`src/rtl/riscv_ctrl_pkg.sv`:
```
// Shared control encodings for the multicycle RISC-V main controller:
// opcodes, FSM state encoding and datapath mux select codes.
package riscv_ctrl_pkg;

  localparam int unsigned OP_W  = 7;
  localparam int unsigned SEL_W = 2;

  localparam logic [OP_W-1:0] OP_LW  = 7'b0000011;
  localparam logic [OP_W-1:0] OP_SW  = 7'b0100011;
  localparam logic [OP_W-1:0] OP_R   = 7'b0110011;
  localparam logic [OP_W-1:0] OP_I   = 7'b0010011;
  localparam logic [OP_W-1:0] OP_BEQ = 7'b1100011;
  localparam logic [OP_W-1:0] OP_JAL = 7'b1101111;

  localparam logic [SEL_W-1:0] ALUOP_ADD   = 2'b00;
  localparam logic [SEL_W-1:0] ALUOP_SUB   = 2'b01;
  localparam logic [SEL_W-1:0] ALUOP_FUNCT = 2'b10;

  localparam logic [SEL_W-1:0] SRCA_PC    = 2'b00;
  localparam logic [SEL_W-1:0] SRCA_OLDPC = 2'b01;
  localparam logic [SEL_W-1:0] SRCA_REG   = 2'b10;

  localparam logic [SEL_W-1:0] SRCB_REG  = 2'b00;
  localparam logic [SEL_W-1:0] SRCB_IMM  = 2'b01;
  localparam logic [SEL_W-1:0] SRCB_FOUR = 2'b10;

  localparam logic [SEL_W-1:0] RES_ALUOUT    = 2'b00;
  localparam logic [SEL_W-1:0] RES_DATA      = 2'b01;
  localparam logic [SEL_W-1:0] RES_ALURESULT = 2'b10;

  typedef enum logic [3:0] {
    S_FETCH    = 4'd0,
    S_DECODE   = 4'd1,
    S_MEMADR   = 4'd2,
    S_MEMREAD  = 4'd3,
    S_MEMWB    = 4'd4,
    S_MEMWRITE = 4'd5,
    S_EXECUTER = 4'd6,
    S_EXECUTEI = 4'd7,
    S_ALUWB    = 4'd8,
    S_BEQ      = 4'd9,
    S_JAL      = 4'd10,
    S_TRAP     = 4'd11
  } state_t;

  // States whose outgoing edge completes an instruction.
  function automatic logic is_retire(state_t s);
    return (s == S_MEMWB) || (s == S_MEMWRITE) || (s == S_ALUWB) || (s == S_BEQ);
  endfunction

endpackage

```
`src/rtl/main_fsm.sv`:
```
// Multicycle RISC-V main controller: Moore FSM driving datapath enables and
// selects, plus a retired-instruction counter.
module main_fsm
  import riscv_ctrl_pkg::*;
#(
  parameter int unsigned CNT_W = 32
) (
  input  logic              clk,
  input  logic              rst_n,
  input  logic [6:0]        op,
  input  logic              zero,
  output logic              pc_write,
  output logic              adr_src,
  output logic              mem_write,
  output logic              ir_write,
  output logic              reg_write,
  output logic [1:0]        result_src,
  output logic [1:0]        alu_src_a,
  output logic [1:0]        alu_src_b,
  output logic [1:0]        alu_op,
  output logic              illegal_instr,
  output logic [CNT_W-1:0]  instr_count
);

  state_t state;
  state_t next_state;
  logic   pc_update;
  logic   branch;

  always_ff @(posedge clk or negedge rst_n) begin
    if (!rst_n) state <= S_FETCH;
    else        state <= next_state;
  end

  // Next-state and Moore output decode.
  always_comb begin
    next_state    = state;
    pc_update     = 1'b0;
    branch        = 1'b0;
    adr_src       = 1'b0;
    mem_write     = 1'b0;
    ir_write      = 1'b0;
    reg_write     = 1'b0;
    result_src    = RES_ALUOUT;
    alu_src_a     = SRCA_PC;
    alu_src_b     = SRCB_REG;
    alu_op        = ALUOP_ADD;
    illegal_instr = 1'b0;
    unique case (state)
      S_FETCH: begin
        next_state = S_DECODE;
        ir_write   = 1'b1;
        alu_src_b  = SRCB_FOUR;
        result_src = RES_ALURESULT;
        pc_update  = 1'b1;
      end
      S_DECODE: begin
        alu_src_a = SRCA_OLDPC;
        alu_src_b = SRCB_IMM;
        if (op == OP_LW || op == OP_SW) next_state = S_MEMADR;
        else if (op == OP_R)            next_state = S_EXECUTER;
        else if (op == OP_I)            next_state = S_EXECUTEI;
        else if (op == OP_BEQ)          next_state = S_BEQ;
        else if (op == OP_JAL)          next_state = S_JAL;
        else                            next_state = S_TRAP;
      end
      S_MEMADR: begin
        alu_src_a  = SRCA_REG;
        alu_src_b  = SRCB_IMM;
        next_state = (op == OP_LW) ? S_MEMREAD : S_MEMWRITE;
      end
      S_MEMREAD: begin
        adr_src    = 1'b1;
        next_state = S_MEMWB;
      end
      S_MEMWB: begin
        result_src = RES_DATA;
        reg_write  = 1'b1;
        next_state = S_FETCH;
      end
      S_MEMWRITE: begin
        adr_src    = 1'b1;
        mem_write  = 1'b1;
        next_state = S_FETCH;
      end
      S_EXECUTER: begin
        alu_src_a  = SRCA_REG;
        alu_op     = ALUOP_FUNCT;
        next_state = S_ALUWB;
      end
      S_EXECUTEI: begin
        alu_src_a  = SRCA_REG;
        alu_src_b  = SRCB_IMM;
        alu_op     = ALUOP_FUNCT;
        next_state = S_ALUWB;
      end
      S_ALUWB: begin
        reg_write  = 1'b1;
        next_state = S_FETCH;
      end
      S_JAL: begin
        alu_src_a  = SRCA_OLDPC;
        alu_src_b  = SRCB_FOUR;
        pc_update  = 1'b1;
        next_state = S_ALUWB;
      end
      S_BEQ: begin
        alu_src_a  = SRCA_REG;
        alu_op     = ALUOP_SUB;
        branch     = 1'b1;
        next_state = S_FETCH;
      end
      S_TRAP: begin
        illegal_instr = 1'b1;
        next_state    = S_TRAP;
      end
      default: next_state = S_TRAP;
    endcase
  end

  // Only output that depends on an input: branch resolution uses the ALU flag.
  assign pc_write = pc_update | (branch & zero);

  always_ff @(posedge clk or negedge rst_n) begin
    if (!rst_n)               instr_count <= '0;
    else if (is_retire(state)) instr_count <= instr_count + CNT_W'(1);
  end

endmodule

```
`config.mk`:
```
export PLATFORM = sky130hd
export DESIGN_NAME = main_fsm
export DESIGN_NICKNAME = d
export VERILOG_FILES = /design/src/rtl/riscv_ctrl_pkg.sv /design/src/rtl/main_fsm.sv
export SDC_FILE = /design/constraint.sdc
export NUM_CORES = 1
export LEC_CHECK = 0
export CORE_MARGIN = 4
export CORE_UTILIZATION = 40
export CTS_BUF_LIST = sky130_fd_sc_hd__clkbuf_4
export DETAILED_ROUTE_END_ITERATION = 7
export GPL_ROUTABILITY_DRIVEN = 0
export GPL_TIMING_DRIVEN = 0
export PLACE_DENSITY = 0.69
export SLEW_MARGIN = 5
export SYNTH_ARGS = -nofsm -noshare
export SYNTH_HDL_FRONTEND = slang
export SYNTH_SLANG_ARGS = --single-unit
```
`constraint.sdc`:
```
create_clock -name clk -period 4.4 [get_ports clk]
set_input_delay 1.32 -clock clk [delete_from_list [all_inputs] [get_ports clk]]
set_output_delay 1.32 -clock clk [all_outputs]
set_load 0.01 [all_outputs]
```
Fig. 1: register map, names as in the netlist
Other cells in grey.
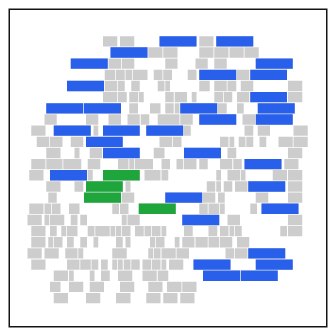
green -> state  # sequential cells 4
blue -> instr_count  # sequential cells 32
fin util: 57.3%
Seq/total area: 35.1%

==> flow_summary.toml <==
# generated from flow reports
[finish]
logic_gates = 144
clock_buffers = 6
lay_top_count = "clkdlybuf4s50_1"
final_cell_mix = "54 x clkdlybuf4s50_1, 36 x dfrtp_1, 24 x xnor2_1"
fill_cells = 401

[yosys]
largest_area_cell = "dfrtp_1"
synth_nets = 202
synthCells = 191
async_flop_share_pct = 100
top_logic_kind = "simple AND/OR/NAND/NOR gates"
yosys.area_share.aoi_pct = 5.06
adder_share_pct = 0.657

[setup_path]
critPathMaxFanout = 1
slowest_delay_ns = 0.53

[final_timing]
skew_ns = 0.0103
setup_ws_ns = 0.678

[global_routing]
met2_usage_pct = 25.4
busiest_layer = "met2"
grt_use_met3_pct = 4.22
track_usage_pct = 15.4

[power]
p_int_uw = 720

[route]
wl_met3_um = 189
wl_met1_um = 2020
drtIter0Drc = 80

[clock_network]
htreeDepth = 2

[outcome]
outcome = "complete, no violations"
Fig. 2: pin placement
Pins as bars across the die edge, other pins in grey.
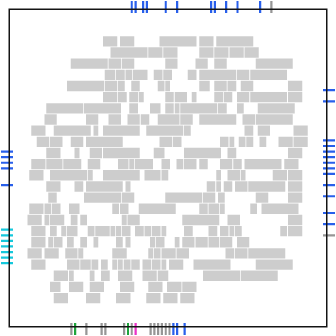
green -> result_src  # pins 2, direction output, edge bottom
magenta -> reg_write  # pins 1, direction output, edge bottom
cyan -> op  # pins 7, direction input, edge left
blue -> instr_count  # pins 32, direction output, edge 13 right, 11 top, 5 left, 3 bottom
all pins by edge = 18 bottom, 14 right, 12 top, 12 left
die height: 77 um
port bufs: 55
Die W: 77 um

==> power groups by stage <==
stage	sequential, uW	combinational, uW	clock [uW]
6_report	433	539	169
5_1_grt	444	595	189
4_1_cts	433	546	176
3_5_place_dp	438	545	0
3_3_place_gp	439	539	0
2_1_floorplan	439	297	0
==> how the worst min path moves through the flow <==
stage | endpoint | startpoint | slack (ns)
after floorplan | instr_count[31] | instr_count[31] | 0.51
after global placement | instr_count[31] | instr_count[31] | 0.47
after detailed placement | instr_count[31] | instr_count[31] | 0.47
after CTS | instr_count[31] | instr_count[31] | 0.48
after global routing | instr_count[31] | instr_count[31] | 0.52
final | instr_count[31] | instr_count[31] | 0.48
==> registers in the layout (all words and copies together) (netlist names) <==
name	cells
state	4
instr_count	32
Power and IR drop assume default switching activity.
